==> config.mk <==
export PLATFORM = sky130hd
export DESIGN_NAME = rtc_alarm_flat
export DESIGN_NICKNAME = d
export VERILOG_FILES = /design/src/rtl/rtc_alarm_if.sv /design/src/rtl/rtc_alarm.sv /design/src/flat_wrapper.sv
export SDC_FILE = /design/constraint.sdc
export NUM_CORES = 1
export LEC_CHECK = 0
export ABC_CLOCK_PERIOD_IN_PS = 2100
export CAP_MARGIN = 20
export CELL_PAD_IN_SITES_DETAIL_PLACEMENT = 0
export CELL_PAD_IN_SITES_GLOBAL_PLACEMENT = 1
export CORE_ASPECT_RATIO = 0.5
export CORE_MARGIN = 5
export CORE_UTILIZATION = 35
export CTS_CLUSTER_DIAMETER = 150
export CTS_CLUSTER_SIZE = 16
export DETAILED_ROUTE_END_ITERATION = 8
export PLACE_DENSITY = 0.8
export SLEW_MARGIN = 10
export SYNTH_ARGS = -nofsm -noshare
export SYNTH_HDL_FRONTEND = slang
export SYNTH_SLANG_ARGS = --single-unit
==> constraint.sdc <==
create_clock -name clk -period 2.1 [get_ports clk]
set_clock_uncertainty 0.1 [all_clocks]
set_input_delay 0.21 -clock clk [delete_from_list [all_inputs] [get_ports clk]]
set_output_delay 0.21 -clock clk [all_outputs]
set_load 0.05 [all_outputs]
==> src/rtl/rtc_alarm_if.sv <==
// Register-side bundle for the RTC: time/alarm strobes in, time/status out.
// Latency: wiring only, no storage.
// Backpressure: none; strobes are always taken or rejected via cfg_err.
interface rtc_alarm_if;
  // control and configuration, driven by the register side
  logic       run;
  logic       load;
  logic [4:0] set_hours;
  logic [5:0] set_minutes;
  logic [5:0] set_seconds;
  logic       alarm_wr;
  logic [4:0] alarm_hours;
  logic [5:0] alarm_minutes;
  logic       alarm_en;
  logic       alarm_clr;
  logic       mode_12h;

  // time and status, driven by the RTC
  logic [5:0] seconds;
  logic [5:0] minutes;
  logic [4:0] hours;
  logic [4:0] disp_hours;
  logic       pm;
  logic       sec_tick;
  logic       alarm;
  logic       cfg_err;

  modport master (
    output run, load, set_hours, set_minutes, set_seconds,
    output alarm_wr, alarm_hours, alarm_minutes, alarm_en, alarm_clr, mode_12h,
    input  seconds, minutes, hours, disp_hours, pm, sec_tick, alarm, cfg_err
  );

  modport slave (
    input  run, load, set_hours, set_minutes, set_seconds,
    input  alarm_wr, alarm_hours, alarm_minutes, alarm_en, alarm_clr, mode_12h,
    output seconds, minutes, hours, disp_hours, pm, sec_tick, alarm, cfg_err
  );
endinterface

==> src/rtl/rtc_alarm.sv <==
// Real-time clock with internal seconds prescaler, runtime load, hh:mm alarm, 12/24h display.
// Latency: time/flags registered (1 cycle after strobe or tick); disp_hours/pm combinational.
// Backpressure: none; out-of-range load/alarm writes are dropped and flagged on cfg_err.
module rtc_alarm #(
  parameter int TICKS_PER_SEC = 50_000_000
) (
  input  logic        clk,
  input  logic        reset_n,
  rtc_alarm_if.slave  bus
);

  // a one-tick-per-second prescaler still needs a 1-bit counter to elaborate
  localparam int PW = (TICKS_PER_SEC > 1) ? $clog2(TICKS_PER_SEC) : 1;
  localparam logic [PW-1:0] PRE_TC = PW'(TICKS_PER_SEC - 1);

  logic [PW-1:0] pre_q;
  logic [5:0]    sec_q;
  logic [5:0]    min_q;
  logic [4:0]    hr_q;
  logic [4:0]    alm_hr_q;
  logic [5:0]    alm_min_q;
  logic          alarm_q;
  logic          tick_q;
  logic          cfg_err_q;

  logic          tick;
  logic          load_ok;
  logic          alm_ok;
  logic          load_acc;
  logic          alm_acc;
  logic          adv;
  logic          alarm_hit;
  logic          sec_wrap;
  logic          min_wrap;
  logic          hr_wrap;
  logic [5:0]    sec_nxt;
  logic [5:0]    min_nxt;
  logic [4:0]    hr_nxt;
  logic [4:0]    disp_hr;

  // strobe validation is independent per strobe so both can be judged in one cycle
  assign load_ok  = (bus.set_hours <= 5'd23) && (bus.set_minutes <= 6'd59) &&
                    (bus.set_seconds <= 6'd59);
  assign alm_ok   = (bus.alarm_hours <= 5'd23) && (bus.alarm_minutes <= 6'd59);
  assign load_acc = bus.load && load_ok;
  assign alm_acc  = bus.alarm_wr && alm_ok;

  // a tick only happens while running; an accepted load swallows it
  assign tick = bus.run && (pre_q == PRE_TC);
  assign adv  = tick && !load_acc;

  // carry chain so 23:59:59 rolls to 00:00:00 in one tick
  assign sec_wrap = (sec_q == 6'd59);
  assign min_wrap = (min_q == 6'd59);
  assign hr_wrap  = (hr_q == 5'd23);

  // next-second value computed combinationally so the alarm can compare against it
  always_comb begin
    sec_nxt = sec_wrap ? 6'd0 : sec_q + 6'd1;
    min_nxt = min_q;
    hr_nxt  = hr_q;
    if (sec_wrap) begin
      min_nxt = min_wrap ? 6'd0 : min_q + 6'd1;
      if (min_wrap) begin
        hr_nxt = hr_wrap ? 5'd0 : hr_q + 5'd1;
      end
    end
  end

  // match on the time being entered, so alarm rises with the matching update
  assign alarm_hit = bus.alarm_en && adv && (hr_nxt == alm_hr_q) &&
                     (min_nxt == alm_min_q) && (sec_nxt == 6'd0);

  // prescaler: counts only while running, restarts the second on an accepted load
  always_ff @(posedge clk) begin
    if (!reset_n) begin
      pre_q <= '0;
    end else if (load_acc) begin
      pre_q <= '0;
    end else if (bus.run) begin
      pre_q <= (pre_q == PRE_TC) ? '0 : pre_q + PW'(1);
    end
  end

  // time registers: load has priority over a coincident tick
  always_ff @(posedge clk) begin
    if (!reset_n) begin
      sec_q <= 6'd0;
      min_q <= 6'd0;
      hr_q  <= 5'd0;
    end else if (load_acc) begin
      sec_q <= bus.set_seconds;
      min_q <= bus.set_minutes;
      hr_q  <= bus.set_hours;
    end else if (adv) begin
      sec_q <= sec_nxt;
      min_q <= min_nxt;
      hr_q  <= hr_nxt;
    end
  end

  // stored alarm time, only overwritten by an in-range write
  always_ff @(posedge clk) begin
    if (!reset_n) begin
      alm_hr_q  <= 5'd0;
      alm_min_q <= 6'd0;
    end else if (alm_acc) begin
      alm_hr_q  <= bus.alarm_hours;
      alm_min_q <= bus.alarm_minutes;
    end
  end

  // sticky alarm flag: a new match beats a coincident clear
  always_ff @(posedge clk) begin
    if (!reset_n) begin
      alarm_q <= 1'b0;
    end else if (alarm_hit) begin
      alarm_q <= 1'b1;
    end else if (bus.alarm_clr) begin
      alarm_q <= 1'b0;
    end
  end

  // single-cycle status pulses: second tick and rejected configuration strobes
  always_ff @(posedge clk) begin
    if (!reset_n) begin
      tick_q    <= 1'b0;
      cfg_err_q <= 1'b0;
    end else begin
      tick_q    <= adv;
      cfg_err_q <= (bus.load && !load_ok) || (bus.alarm_wr && !alm_ok);
    end
  end

  // 12-hour view: midnight shows as 12, afternoon folds down by 12
  always_comb begin
    disp_hr = hr_q;
    if (bus.mode_12h) begin
      if (hr_q == 5'd0) begin
        disp_hr = 5'd12;
      end else if (hr_q > 5'd12) begin
        disp_hr = hr_q - 5'd12;
      end
    end
  end

  assign bus.seconds    = sec_q;
  assign bus.minutes    = min_q;
  assign bus.hours      = hr_q;
  assign bus.disp_hours = disp_hr;
  assign bus.pm         = (hr_q >= 5'd12);
  assign bus.sec_tick   = tick_q;
  assign bus.alarm      = alarm_q;
  assign bus.cfg_err    = cfg_err_q;

endmodule

==> src/flat_wrapper.sv <==
// flat-port wrapper written by rule: the top's interface ports become plain ports
module rtc_alarm_flat 
#(
  parameter int TICKS_PER_SEC = 50_000_000
)
  (clk, reset_n, bus_run, bus_load, bus_set_hours, bus_set_minutes, bus_set_seconds, bus_alarm_wr, bus_alarm_hours, bus_alarm_minutes, bus_alarm_en, bus_alarm_clr, bus_mode_12h, bus_seconds, bus_minutes, bus_hours, bus_disp_hours, bus_pm, bus_sec_tick, bus_alarm, bus_cfg_err);
  rtc_alarm_if bus_i ();
  input  logic clk;
  input  logic reset_n;
  input wire logic [$bits(bus_i.run)-1:0] bus_run;
  input wire logic [$bits(bus_i.load)-1:0] bus_load;
  input wire logic [$bits(bus_i.set_hours)-1:0] bus_set_hours;
  input wire logic [$bits(bus_i.set_minutes)-1:0] bus_set_minutes;
  input wire logic [$bits(bus_i.set_seconds)-1:0] bus_set_seconds;
  input wire logic [$bits(bus_i.alarm_wr)-1:0] bus_alarm_wr;
  input wire logic [$bits(bus_i.alarm_hours)-1:0] bus_alarm_hours;
  input wire logic [$bits(bus_i.alarm_minutes)-1:0] bus_alarm_minutes;
  input wire logic [$bits(bus_i.alarm_en)-1:0] bus_alarm_en;
  input wire logic [$bits(bus_i.alarm_clr)-1:0] bus_alarm_clr;
  input wire logic [$bits(bus_i.mode_12h)-1:0] bus_mode_12h;
  output wire logic [$bits(bus_i.seconds)-1:0] bus_seconds;
  output wire logic [$bits(bus_i.minutes)-1:0] bus_minutes;
  output wire logic [$bits(bus_i.hours)-1:0] bus_hours;
  output wire logic [$bits(bus_i.disp_hours)-1:0] bus_disp_hours;
  output wire logic [$bits(bus_i.pm)-1:0] bus_pm;
  output wire logic [$bits(bus_i.sec_tick)-1:0] bus_sec_tick;
  output wire logic [$bits(bus_i.alarm)-1:0] bus_alarm;
  output wire logic [$bits(bus_i.cfg_err)-1:0] bus_cfg_err;
  assign bus_i.run = bus_run;
  assign bus_i.load = bus_load;
  assign bus_i.set_hours = bus_set_hours;
  assign bus_i.set_minutes = bus_set_minutes;
  assign bus_i.set_seconds = bus_set_seconds;
  assign bus_i.alarm_wr = bus_alarm_wr;
  assign bus_i.alarm_hours = bus_alarm_hours;
  assign bus_i.alarm_minutes = bus_alarm_minutes;
  assign bus_i.alarm_en = bus_alarm_en;
  assign bus_i.alarm_clr = bus_alarm_clr;
  assign bus_i.mode_12h = bus_mode_12h;
  assign bus_seconds = bus_i.seconds;
  assign bus_minutes = bus_i.minutes;
  assign bus_hours = bus_i.hours;
  assign bus_disp_hours = bus_i.disp_hours;
  assign bus_pm = bus_i.pm;
  assign bus_sec_tick = bus_i.sec_tick;
  assign bus_alarm = bus_i.alarm;
  assign bus_cfg_err = bus_i.cfg_err;
  rtc_alarm #(.TICKS_PER_SEC(TICKS_PER_SEC)) u_core (.clk(clk), .reset_n(reset_n), .bus(bus_i));
endmodule
==> design notes <==
The tools report the number of detailed-route iterations in the first pass as 5. The number of H-tree levels is 3, and the clock insertion delay at the later pin of the skew report is 0.32 ns. Per the run summary, max-cap violations total 0. Per the gpl log, the routability congestion estimate is 0.885. Looking at the clock tree report, the root buffer type is sky130_fd_sc_hd__clkbuf_16.

Per the power-grid run, VDD falls by no more than 352 uV. Post-synthesis simple-gate area fraction: 0.319. The run gives 57 for the number of synthesized register bits. The run finished, with violations left. Counting flops with a built-in enable in the synthesized netlist gives 0.

The met3 routed wirelength came out at 543 um. The critical path in this run is classified as reg2reg. With the layout net count at 619, the number of cell instances on the worst register-to-register path is 7. The proportion of layout cells with a drive suffix above 1 was 0.287; the pin count of the biggest net entering global routing was 26. The routed length on met2 came out at 5050 um. The power report puts the leakage power at 2.18 nW. The highest fanout seen on the critical path is 5.

With the fraction of standard cell area in multi-input logic at 0.441, the clock slew at the register clock pins of the worst setup and hold paths is 0.05 ns. Met1 routing resource usage after global routing: 0.229. According to the timing report, the critical path is launched from u_core.pre_q[20].

For this run, the number of standard cells in the final layout without fillers is 714. Cell taking the most area after synthesis: sky130_fd_sc_hd__dfxtp_1. Detailed placement reports a standard cell area of 4920 um2. Final total power: 0.00327 W.

Sequential cells placed in the final layout were counted as 57. Library cell with the highest instance count after synthesis: sky130_fd_sc_hd__nor2_1. The largest delay contributor family on the critical path is simple AND/OR/NAND/NOR gates. The run gives 0.330 for the sequential area share after synthesis. The final design was reported to hold multi-input combinational gates totalling 352. Walking the worst path, the cells encountered are nor4bb_4 -> nand4_1 -> nor3_4 -> buf_12 -> nand2_4 -> or3_1 -> a311oi_2.

The final number of setup-violating endpoints was 1; the headroom to the max-slew limit was 0.654. TritonCTS built the clock tree. The combined global-route utilization of all metal layers is 0.175.

Looking at the max-slew report, the worst-margin pin has a slew of 0.518 ns. The chip width is 151 um. The final reports fail on negative setup slack.

The tools report the met3 global-route usage as 0.0333. Number of remaining DRC errors: 0. The run gives 0.0506 for the area fraction of clock buffers and clock inverters. The number of buffer and inverter stages on the critical path was 1. The minimum setup slack in the final design is -0.00738 ns. The pre-CTS setup check shows a worst slack of -0.228 ns. Port buffering added 61 buffers. The tools report the endpoint kind of the worst setup timing path as a flop. The number of cells on the worst hold path is listed as 3. With the met2 global-route usage at 0.299, the number of non-clock inverters is 10.

The flip-flop count of the largest register, all copies and words added works out to 26. The total half-perimeter wirelength after legalization and detailed placement came out at 7970 um. The delay contributed by the slowest stage of the critical path works out to 0.33 ns.
power breakdown:
| group | leakage (nW) | switching [W] | total, W | internal [W] |
|---|---|---|---|---|
| logic | 1.57 | 0.000400 | 0.000746 | 0.000346 |
| clock network | 0.137 | 0.000480 | 0.00134 | 0.000861 |
| registers | 0.474 | 0.0000528 | 0.00118 | 0.00113 |
| total | 2.18 | 0.000932 | 0.00327 | 0.00234 |
timing repair:
action                                  CTS  global route
hold endpoints to repair                  0             0
setup buffers                             3             3
endpoints found under the setup margin   11            47
gates resized                            18            33
cloned                                    1             0
pin swaps                                11            33
Figure 1. Placement by cell class.
The bar under the picture is 50 um long. Fill, decap, tap and diode cells in grey.
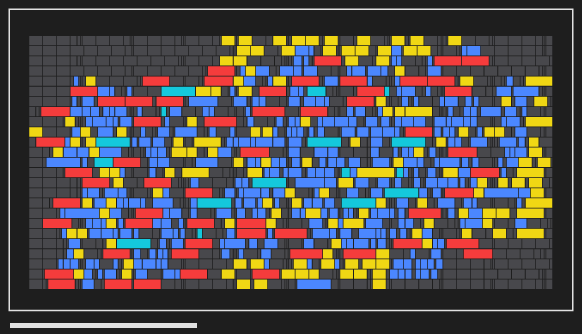
- combinational and other logic: blue (cells 362; share of their area 46%)
- remaining buffers and delay cells: yellow (cells 144; share of their area 26%)
- sequential cells: red (cells 57; share of their area 22%)
- clock drivers and dummy loads: cyan (cells 16; share of their area 5.2%)
Design Area, Final: 5440 um2
floorplan core area: 9540 um2
# rows: 25
share of cell area taken by flip-flops and latches: 0.217

Figure 2. Metal 4.
The bar under the picture is 50 um long. Supply wires on this layer in grey. Cells faint in the background.
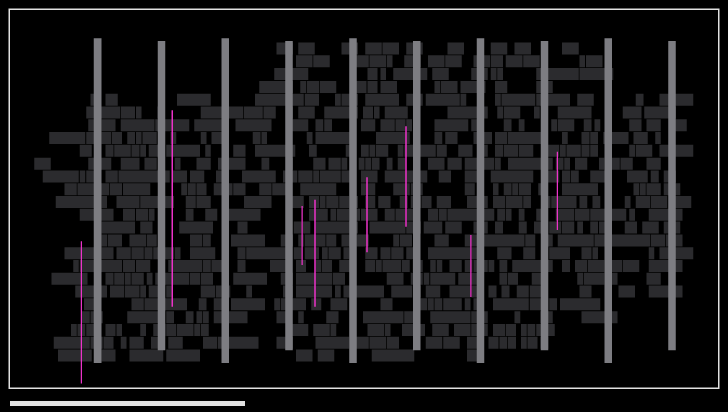
- main direction: vertical
- longest straight run: 41.5 um
Detailed Route WL: 10600 um
overall via count from detail_route: 3698

No activity file was given, so power comes from the tool's default toggle rates.
